run_1/io_placement.png
Scale: 1.5 px per um. Pins as bars across the die edge, other pins in grey.
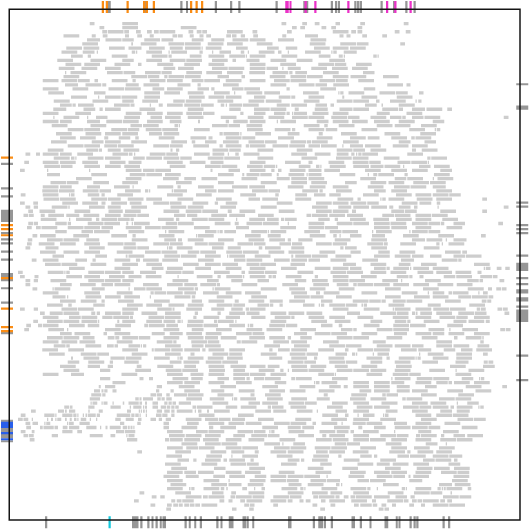
run_1/detail.png
Window x 157 to 182, y 89 to 114 um. Cells in grey, sequential cells in the stronger grey; small squares are vias.
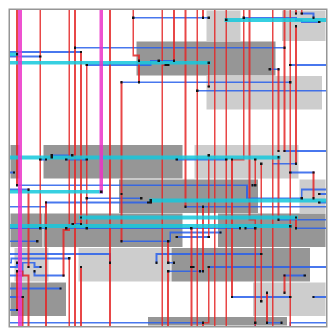
run_1/congestion.png
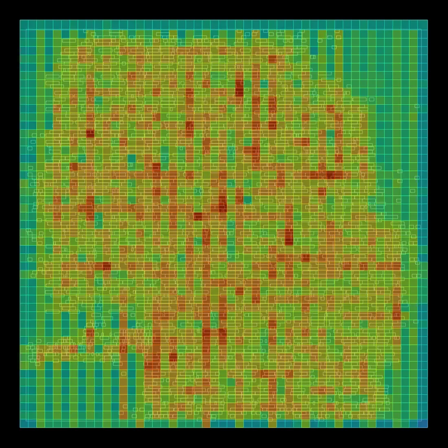
## src/rtl/pulse_pkg.sv

```systemverilog
// pulse_pkg: shared widths and storage entry type for the pulse parameter FIFO.
//   ENV_WORD_WIDTH/PHASE_WIDTH/FREQ_WIDTH/AMP_WIDTH/CFG_WIDTH : field widths
//   pulse_params_t : one queued parameter set {env_word, phase, freq, amp, cfg}
package pulse_pkg;
  localparam int ENV_WORD_WIDTH = 24;
  localparam int PHASE_WIDTH    = 17;
  localparam int FREQ_WIDTH     = 9;
  localparam int AMP_WIDTH      = 16;
  localparam int CFG_WIDTH      = 4;

  typedef struct packed {
    logic [ENV_WORD_WIDTH-1:0] env_word;
    logic [PHASE_WIDTH-1:0]    phase;
    logic [FREQ_WIDTH-1:0]     freq;
    logic [AMP_WIDTH-1:0]      amp;
    logic [CFG_WIDTH-1:0]      cfg;
  } pulse_params_t;
endpackage

```

## src/rtl/pulse_param_fifo_ptr_ctrl.sv

```systemverilog
// fifo_ptr_ctrl: pointer/occupancy control for pulse_param_fifo.
//   clk, reset        : clock, synchronous active-high reset
//   strobe_i          : push request
//   ready_i           : consumer accepts head
//   clear_err_i       : clears sticky overflow (and drop counter)
//   push_o            : qualified write enable for the storage array
//   wr_ptr_o/rd_ptr_o : storage write / head read index
//   count_o, valid_o, full_o, overflow_o : status
//   drop_cnt_o        : saturating drop counter (PULSE_PARAM_FIFO_DROP_CNT_EN only)
module fifo_ptr_ctrl #(
  parameter int DEPTH     = 16,
  parameter int CNT_WIDTH = $clog2(DEPTH) + 1,
  parameter int PTR_W     = $clog2(DEPTH)
) (
  input  logic                 clk,
  input  logic                 reset,
  input  logic                 strobe_i,
  input  logic                 ready_i,
  input  logic                 clear_err_i,
  output logic                 push_o,
  output logic [PTR_W-1:0]     wr_ptr_o,
  output logic [PTR_W-1:0]     rd_ptr_o,
  output logic [CNT_WIDTH-1:0] count_o,
  output logic                 valid_o,
  output logic                 full_o,
  output logic                 overflow_o
`ifdef PULSE_PARAM_FIFO_DROP_CNT_EN
  , output logic [15:0]        drop_cnt_o
`endif
);
  logic [PTR_W-1:0]     wr_ptr_q, wr_ptr_d, rd_ptr_q, rd_ptr_d;
  logic [CNT_WIDTH-1:0] count_q, count_d;
  logic                 ovf_q, ovf_d;
  logic                 pop, push, drop;

  always_comb begin
    valid_o  = (count_q != '0);
    full_o   = (count_q == CNT_WIDTH'(DEPTH));
    pop      = valid_o & ready_i;
    // a pop frees a slot this cycle, so a full FIFO can still accept
    push     = strobe_i & (~full_o | pop);
    drop     = strobe_i & full_o & ~pop;
    wr_ptr_d = push ? wr_ptr_q + 1'b1 : wr_ptr_q;
    rd_ptr_d = pop  ? rd_ptr_q + 1'b1 : rd_ptr_q;
    count_d  = count_q;
    if (push && !pop)      count_d = count_q + 1'b1;
    else if (pop && !push) count_d = count_q - 1'b1;
    // a new drop wins over clear
    ovf_d    = drop | (ovf_q & ~clear_err_i);
  end

  always_ff @(posedge clk) begin
    if (reset) begin
      wr_ptr_q <= '0;
      rd_ptr_q <= '0;
      count_q  <= '0;
      ovf_q    <= 1'b0;
    end else begin
      wr_ptr_q <= wr_ptr_d;
      rd_ptr_q <= rd_ptr_d;
      count_q  <= count_d;
      ovf_q    <= ovf_d;
    end
  end

  assign push_o     = push;
  assign wr_ptr_o   = wr_ptr_q;
  assign rd_ptr_o   = rd_ptr_q;
  assign count_o    = count_q;
  assign overflow_o = ovf_q;

`ifdef PULSE_PARAM_FIFO_DROP_CNT_EN
  logic [15:0] drop_cnt_q, drop_cnt_d;
  always_comb begin
    drop_cnt_d = drop_cnt_q;
    if (clear_err_i)                    drop_cnt_d = {15'd0, drop};
    else if (drop && drop_cnt_q != '1)  drop_cnt_d = drop_cnt_q + 16'd1;
  end
  always_ff @(posedge clk) begin
    if (reset) drop_cnt_q <= '0;
    else       drop_cnt_q <= drop_cnt_d;
  end
  assign drop_cnt_o = drop_cnt_q;
`endif
endmodule

```

## src/rtl/pulse_param_fifo.sv

```systemverilog
// pulse_param_fifo: queues pulse parameter sets between the parameter register
// stage and the signal-generator element (first-word-fall-through, valid/ready).
//   clk, reset            : clock, synchronous active-high reset
//   *_in, cstrobe_in      : parameter set and push strobe
//   out_ready             : element accepts head entry
//   clear_err             : clears sticky overflow
//   out_valid, *_out      : head entry
//   count, full, overflow : occupancy and sticky drop flag
//   drop_count            : present only with PULSE_PARAM_FIFO_DROP_CNT_EN
module pulse_param_fifo
  import pulse_pkg::*;
#(
  parameter int DEPTH     = 16,
  parameter int CNT_WIDTH = $clog2(DEPTH) + 1
) (
  input  logic                      clk,
  input  logic                      reset,
  input  logic [ENV_WORD_WIDTH-1:0] env_word_in,
  input  logic [PHASE_WIDTH-1:0]    phase_in,
  input  logic [FREQ_WIDTH-1:0]     freq_in,
  input  logic [AMP_WIDTH-1:0]      amp_in,
  input  logic [CFG_WIDTH-1:0]      cfg_in,
  input  logic                      cstrobe_in,
  input  logic                      out_ready,
  input  logic                      clear_err,
  output logic                      out_valid,
  output logic [ENV_WORD_WIDTH-1:0] env_word_out,
  output logic [PHASE_WIDTH-1:0]    phase_out,
  output logic [FREQ_WIDTH-1:0]     freq_out,
  output logic [AMP_WIDTH-1:0]      amp_out,
  output logic [CFG_WIDTH-1:0]      cfg_out,
  output logic [CNT_WIDTH-1:0]      count,
  output logic                      full,
  output logic                      overflow
`ifdef PULSE_PARAM_FIFO_DROP_CNT_EN
  , output logic [15:0]             drop_count
`endif
);
  localparam int PTR_W = $clog2(DEPTH);

  pulse_params_t        mem [DEPTH];
  pulse_params_t        wr_ent, head;
  logic                 push;
  logic [PTR_W-1:0]     wr_ptr, rd_ptr;

  fifo_ptr_ctrl #(.DEPTH(DEPTH), .CNT_WIDTH(CNT_WIDTH), .PTR_W(PTR_W)) u_ctrl (
    .clk        (clk),
    .reset      (reset),
    .strobe_i   (cstrobe_in),
    .ready_i    (out_ready),
    .clear_err_i(clear_err),
    .push_o     (push),
    .wr_ptr_o   (wr_ptr),
    .rd_ptr_o   (rd_ptr),
    .count_o    (count),
    .valid_o    (out_valid),
    .full_o     (full),
    .overflow_o (overflow)
`ifdef PULSE_PARAM_FIFO_DROP_CNT_EN
    , .drop_cnt_o(drop_count)
`endif
  );

  assign wr_ent = '{env_word: env_word_in, phase: phase_in, freq: freq_in,
                    amp: amp_in, cfg: cfg_in};

  // Only entry 0 is cleared: rd_ptr resets to 0, so outputs read zero after
  // reset while the remaining entries stay plain enable flops.
  always_ff @(posedge clk) begin
    if (reset)     mem[0]      <= '0;
    else if (push) mem[wr_ptr] <= wr_ent;
  end

  assign head         = mem[rd_ptr];
  assign env_word_out = head.env_word;
  assign phase_out    = head.phase;
  assign freq_out     = head.freq;
  assign amp_out      = head.amp;
  assign cfg_out      = head.cfg;
endmodule
```

## config.mk

```make
export PLATFORM = sky130hd
export DESIGN_NAME = pulse_param_fifo
export DESIGN_NICKNAME = d
export VERILOG_FILES = /design/src/rtl/pulse_pkg.sv /design/src/rtl/pulse_param_fifo_ptr_ctrl.sv /design/src/rtl/pulse_param_fifo.sv
export SDC_FILE = /design/constraint.sdc
export NUM_CORES = 1
export LEC_CHECK = 0
export ABC_AREA = 0
export CAP_MARGIN = 40
export CORE_MARGIN = 5
export CORE_UTILIZATION = 40
export DETAILED_ROUTE_END_ITERATION = 8
export GPL_ROUTABILITY_DRIVEN = 0
export HOLD_SLACK_MARGIN = 0.1
export PLACE_DENSITY = 0.54
export SLEW_MARGIN = 20
export SYNTH_ARGS = -nofsm -noshare
export SYNTH_HDL_FRONTEND = slang
export SYNTH_SLANG_ARGS = --single-unit
```

## constraint.sdc

```tcl
create_clock -name clk -period 11.23 [get_ports clk]
set_input_delay 2.246 -clock clk [delete_from_list [all_inputs] [get_ports clk]]
set_output_delay 2.246 -clock clk [all_outputs]
set_load 0.01 [all_outputs]
```

==> impl_metrics.toml, run 1 <==
# implementation run metrics
[timing]
fmax_mhz = 160.8
drv_slew = 0
setup-violations-final = 0
worst_pin_slew_ns = 1.101
slew_headroom_pct = 26.63
clock_skew_ns = 0.02245
finalHoldViolations = 0
rsz0062_at_grt = "false"
final.setup.tns_ns = 0
finalCriticalPeriod_ns = 6.221
min_period_over_period_pct = 55.39

[yosys]
ys_types = 44
synth_flops = 1138
yosys_area_um2 = 43440
ys_warn_count = 0
common_cells = "1120 x edfxtp_1, 280 x mux4_2, 140 x a22oi_1"
top_cells_by_area = "edfxtp_1 77%, mux4_2 15%, a22oi_1 2.4%, and2_4 1.4%, dfxtp_1 0.83%"
synth_area_leader_cell = "edfxtp_1"
syn_area_per_cell_um2 = 22.85
syn-num-nets = 1983
top_area_share_pct = 77.43
ys_cells = 1901
ys_async_sr_fraction_pct = 0
synth_top_cell_by_count = "edfxtp_1"
flop_cell = "edfxtp_1"
syn_inst = 1901
edf_count = 1120
ys_seq_share_pct = 78.26
synthesis.area_um2 = 43440

[grt]
antenna_found_initial = 0
grt_first_pass_wirelength_um = 151300
grt_overflow = 0
grt_pass1_vias = 21730
grt_use_met3_pct = 3.300
grt_max_degree = 163
use_met2_pct = 30.01
met1_usage_pct = 25.00

[power]
power_density_nw_per_um2 = 208.3
combPwrFrac_pct = 21.0
cellInternalPower_mw = 7.870
power.net_switching_mw = 2.643
clockPowerShare_pct = 33.1
vdd.ir_drop.worst_mv = 0.1532
total_power_mw = 10.51
leakagePower_nw = 15.93
swShare_pct = 25.14
p_seq_share_pct = 45.9

[layout]
logic_area_um2 = 9027
seq_area_um2 = 34000
layout-drive-gt1-share_pct = 26.55
fillCellCount = 8869
synthToLayoutAreaGrowth_pct = 16.21
fin_nets = 2207
diodes = 0

[setup_path]
timing.rr.end = "mem[8][66]$_DFFE_PP_"
crit_buf_inv = 3
cp.arrival_ns = 3.97
ff2ff_path_depth = 6
max_stage_delay_ns = 0.69
r2r_slack_ns = 7.76
crit_family = "buffers and inverters"
crit_path_end_kind = "primary output"
path_max_fanout = 98
critPathRequiredTime_ns = 8.98
r2r-start = "u_ctrl.count_o[4]$_SDFFE_PP0P_"
crit_path_start_kind = "flop"
slowest_stage = "dfxtp_4"
crit_chain = "buf_16, buf_12, mux4_2, a22oi_1, nand2_1, clkdlybuf4s50_1"
path_class = "reg -> out"

[die]
chipHeight_um = 339.5
core-area_um2 = 107500
io_pins = 153
dieArea_um2 = 115300
fp_util_pct = 40.41
dieWidth_um = 339.5
num_rows = 120

[place]
place_hpwl_um = 52360
io_buffers = 152

[detailed_routing]
vias = 20180
dr.first_iter.drc_count = 1746
ant_nets = 0
via_per_inst = 5.589
routed_wl_um = 104200
first_pass_iters = 5
drc = 0

[worst_hold_path]
min_path_cells = 2
worstHoldStart = "u_ctrl.rd_ptr_o[1]$_SDFFE_PP0N_"
hold_class = "reg -> reg"

[clock_network]
post-cts-setup-buffer-count = 0
cts_root_buffer = "clkbuf_16"
cts.sinks = 1138
cts_repair_resize_count = 0
clk_latency_ns = 0.68
cts_tree = "built"
cts_buffers = 114
clkTransAtPathRegs_ns = 0.06
cts_hold_buf = 0
clockBufferDepth = 3
ctsHtreeMaxLevel = 3

[flow_run]
max_cap_viol_count = 0
warning_count = 29

[outcome]
status = "finished clean"
Notes on io_placement.png above:
Key: cyan = cstrobe_in [pins 1, direction input, edge bottom]; magenta = freq_in [pins 9, direction input, edge top]; blue = count [pins 5, direction output, edge left]; orange = phase_in [pins 17, direction input, edge 9 top, 8 left]
All pins by edge: 47 bottom, 39 left, 39 top, 28 right.

Notes on detail.png above:
Key: red = metal 2; magenta = metal 4; cyan = metal 3; blue = metal 1
Most frequent: edfxtp_1 (6), mux4_2 (2), a22oi_1 (2). Netlist names of flops here include mem (6). 13 logic cells have their middle in the window. Sequential cells in the window: 6.

Notes on congestion.png above:
Tot GR Track Use: 17.95%
WL per Instance: 28.85 um
gr busiest metal: met2

run 1: worst max-delay path by stage:
| stage | startpoint | to | slack (ns) | cells past startpoint |
|---|---|---|---|---|
| finish | flop | amp_out[11] | 5.01 | 6 |
| global route | flop | amp_out[11] | 4.64 | 6 |
| CTS | flop | amp_out[15] | 4.81 | 6 |
| detailed placement | reset | mem[14][35]$_DFFE_PP_ | 5.26 | 6 |
| global placement | reset | mem[14][31]$_DFFE_PP_ | 5.22 | 6 |
| floorplan | cstrobe_in | mem[0][0]$_DFFE_PP_ | 0.70 | 3 |
run 1: flip-flops by register name, indices dropped and copies added (netlist names), named ones only:
register	flops
u_ctrl.overflow_o	1
u_ctrl.wr_ptr_o	4
u_ctrl.rd_ptr_o	4
u_ctrl.count_o	5
mem	1120
run 1: layout by cell type, fill, tap and decap left out, types with 3 or more instances in the layout:
master           count
inv_6                5
dfxtp_1             16
inv_1                5
buf_12               7
a22oi_1            140
buf_16              12
bufinv_16            3
nor2_4              16
nand2_1             74
clkbuf_1            27
a21oi_1              5
ha_1                 6
clkinv_1            27
edfxtp_1          1120
xor2_1               5
and2_4              71
nor2_1              17
clkbuf_16          116
mux4_2             280
clkinv_2            17
nand3_1              5
buf_4               42
clkdlybuf4s50_1    152
run 1: kinds of logic after synthesis:
logic type | synth area share (%)
compound gates | 2.811
xor+xnor | 0.1210
fa+ha+maj | 0.2189
buf+inv | 1.296
flops | 78.26
mux | 14.59
simple gates | 2.708
run 1: power groups by stage:
stage | clock [mW] | sequential, mW | combinational, mW
floorplan | 0 | 4.87 | 1.56
CTS | 3.56 | 4.82 | 2.26
detailed placement | 0 | 4.91 | 2.25
global placement | 0 | 4.96 | 2.17
global route | 3.76 | 4.83 | 2.38
finish | 3.48 | 4.82 | 2.21
run 1: worst min-delay path: cells and delay by family (launching register included):
kind | cells | cell delay (ns)
DFF | 1 | 0.33
muxes | 1 | 0.13
and+or+nand+nor | 1 | 0.07
run 1: stage by stage:
stage / utilization [%] / hold WS [ns] / cells / instance area (um^2) / setup WS (ns)
final: 46.96 / 0.5498 / 3610 / 50480 / 5.009
after floorplan: - / 0.5068 / 1901 / 43440 / 0.7012
after global placement: 43.44 / 0.5538 / 3396 / 46700 / 5.217
after global routing: 46.96 / 0.6017 / 3610 / 50480 / 4.636
after CTS: 46.89 / 0.5562 / 3607 / 50400 / 4.812
after detailed placement: 43.75 / 0.5552 / 3409 / 47030 / 5.260
run 1: layer usage:
layer / up-vias / wire length, um
met5: - / 0
met4: 0 / 1615
met3: 113 / 5954
met2: 545 / 51730
met1: 11030 / 44870
li1: 8488 / -
run 1: area by class of cell:
cell class | instances | share of cell area [%]
repair buffers | 213 | 4.571
flip-flops and latches | 1138 | 67.36
clock buffers | 143 | 5.951
clock inverters | 55 | 0.7238
inverters | 5 | 0.03718
well taps | 1403 | 3.478
multi-input cells | 653 | 17.88
run_1/flops_by_reg.png
Scale: 1 px per um. Other sequential cells in the stronger grey, the rest of the logic in the fainter grey.
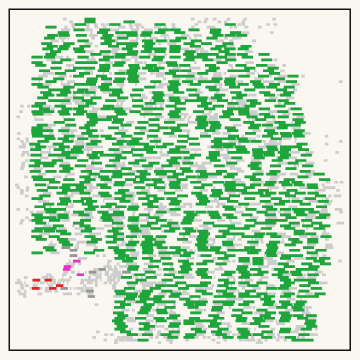

==> inputs of run 2 (changes only) <==
- clock period: 11.23 -> 6.35 ns (I/O delays scaled with it)
run_2/flops_by_reg.png
Scale: 1 px per um. Other sequential cells in the stronger grey, the rest of the logic in the fainter grey.
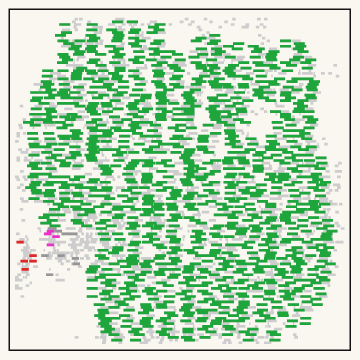
Key: red = u_ctrl.count_o [flops 5, where bottom left]; magenta = u_ctrl.rd_ptr_o [flops 4]; green = mem [flops 1120, where widely spread]
flop share of the area: 67.09%
fin util: 47.14%
sequential cell power: 8.51 mW

==> run 2 against run 1 <==
Effect of this change:
- setup slack worse by 3.5 ns
- register-to-register slack worse by 4.4 ns
- via count grew 0.56%
- cell count is 0.50% higher
- highest routed layer is now met5
==> impl_metrics.toml, run 2 <==
# implementation run metrics
[clock_network]
cts_root_buffer = "clkbuf_16"
clkTransAtPathRegs_ns = 0.06
cts_buffers = 116
cts_repair_resize_count = 0
cts_hold_buf = 0
clk_latency_ns = 0.70
clockBufferDepth = 3
cts.sinks = 1138
post-cts-setup-buffer-count = 0
ctsHtreeMaxLevel = 3
cts_tree = "built"

[die]
num_rows = 120
fp_util_pct = 40.41
dieWidth_um = 339.5
chipHeight_um = 339.5
dieArea_um2 = 115300
io_pins = 153
core-area_um2 = 107500

[place]
place_hpwl_um = 52650
io_buffers = 152
placed_cell_area_um2 = 47150
dp_slack_ns = 2.136
placed_cells = 3413

[yosys]
flop_cell = "edfxtp_1"
ys_types = 44
ys_cells = 1901
synth_top_cell_by_count = "edfxtp_1"
syn_inst = 1901
syn-num-nets = 1983
ys_seq_share_pct = 78.26
top_area_share_pct = 77.43
synthesis.area_um2 = 43440
synth_area_leader_cell = "edfxtp_1"
ys_warn_count = 0
common_cells = "1120 x edfxtp_1, 280 x mux4_2, 140 x a22oi_1"
ys_async_sr_fraction_pct = 0
synth_flops = 1138
top_cells_by_area = "edfxtp_1 77%, mux4_2 15%, a22oi_1 2.4%, and2_4 1.4%, dfxtp_1 0.83%"
yosys_area_um2 = 43440
edf_count = 1120
syn_area_per_cell_um2 = 22.85

[timing]
final.setup.tns_ns = 0
min_period_over_period_pct = 75.76
fmax_mhz = 207.9
whs_ns = 0.5559
setup-violations-final = 0
drv_slew = 0
clock_skew_ns = 0.02213
finalHoldViolations = 0
worst_pin_slew_ns = 0.8505
rsz0062_at_grt = "false"
fin_ws_ns = 1.540
finalCriticalPeriod_ns = 4.810
slew_headroom_pct = 43.18

[setup_path]
slowest_stage = "and2_4"
critPathRequiredTime_ns = 5.08
max_stage_delay_ns = 0.75
path_class = "reg -> out"
crit_path_end_kind = "primary output"
crit_path_start_kind = "flop"
crit_family = "buffers and inverters"
cp.arrival_ns = 3.54
crit_chain = "and2_4, buf_4, a22oi_1, nand2_1, clkdlybuf4s50_1"
crit_buf_inv = 2
path_max_fanout = 37

[detailed_routing]
drc = 0
first_pass_iters = 5
ant_nets = 0
wl_per_cell_um = 28.41
routed_wl_um = 103100
via_per_inst = 5.592
vias = 20290
dr.first_iter.drc_count = 1630

[power]
leakagePower_nw = 16.00
vdd.ir_drop.worst_mv = 0.2348
total_power_mw = 18.83
power_density_nw_per_um2 = 371.6

[layout]
top_register = "mem"
diodes = 0
final_area_um2 = 50680
lay_top_count = "edfxtp_1"
layout-drive-gt1-share_pct = 27.01
fillCellCount = 8860
logic_area_um2 = 9039
finalNonFillerCells = 3628
seq_area_um2 = 34000
largest_reg_flops = 1120
lay_top_cells = "1120 x edfxtp_1, 280 x mux4_2, 152 x clkdlybuf4s50_1, 140 x a22oi_1, 116 x clkbuf_16"
fin_nets = 2211
synthToLayoutAreaGrowth_pct = 16.67

[grt]
grt_overflow = 0
grt_usage_pct = 17.79
grt_first_pass_wirelength_um = 150500
grt_max_degree = 71
grt_pass1_vias = 21850
antenna_found_initial = 1

[flow_run]
warning_count = 26
max_cap_viol_count = 0

[worst_hold_path]
hold_class = "reg -> reg"

[outcome]
status = "finished clean"
==> run 2: cell counts after synthesis <==
Identical to the previous run, type by type.
==> run 2: worst paths after layout <==
kind | start | end | slack (ns) | depth (start not counted)
max reg2reg | u_ctrl.count_o[1]$_SDFFE_PP0P_ | u_ctrl.count_o[4]$_SDFFE_PP0P_ | 3.31 | 10
min reg2reg | u_ctrl.rd_ptr_o[1]$_SDFFE_PP0N_ | flop | 0.56 | 2
max | flop | phase_out[11] | 1.54 | 5
min | u_ctrl.rd_ptr_o[1]$_SDFFE_PP0N_ | flop | 0.56 | 2
==> run 2: logic make-up after synthesis <==
kind of cell / count (synthesis) / share of synthesized area (%)
adder cells (fa/ha/maj): 7 / 0.2189
AND-OR/OR-AND: 159 / 2.811
multiplexers: 283 / 14.59
buffers and inverters: 110 / 1.296
AND/OR/NAND/NOR: 198 / 2.708
XOR/XNOR: 6 / 0.1210
flip-flops: 1138 / 78.26
==> run 2: power breakdown <==
part | internal, mW | switching [mW] | total, mW
Combinational | 2.12 | 1.87 | 3.98
Sequential | 8.40 | 0.105 | 8.51
Clock | 3.52 | 2.83 | 6.34
==> run 2: final cells by class <==
class / instances / area share [%]
multi-input cells: 653 / 17.84
repair buffers: 215 / 4.646
well taps: 1403 / 3.464
clock inverters: 73 / 1.015
flip-flops and latches: 1138 / 67.09
inverters: 5 / 0.03703
clock buffers: 141 / 5.913
==> run 2: worst reg2reg max path, stage by stage (launching register included) <==
cell	delay, ns
dfxtp_1	0.37
or4_4	0.67
o31ai_4	0.27
inv_1	0.09
ha_1	0.22
inv_1	0.15
ha_1	0.30
a21oi_1	0.21
a211oi_1	0.11
a31oi_1	0.19
mux2_2	0.35
==> run 2: layer usage <==
layer | global-route usage, % | vias up | routed length (um)
li1 | - | 8517 | -
met1 | 25.10 | 11090 | 44790
met2 | 29.40 | 571 | 50980
met4 | 4.039 | 2 | 1584
met5 | 0 | - | 13
met3 | 3.009 | 104 | 5681
No activity file was given, so power comes from the tool's default toggle rates.
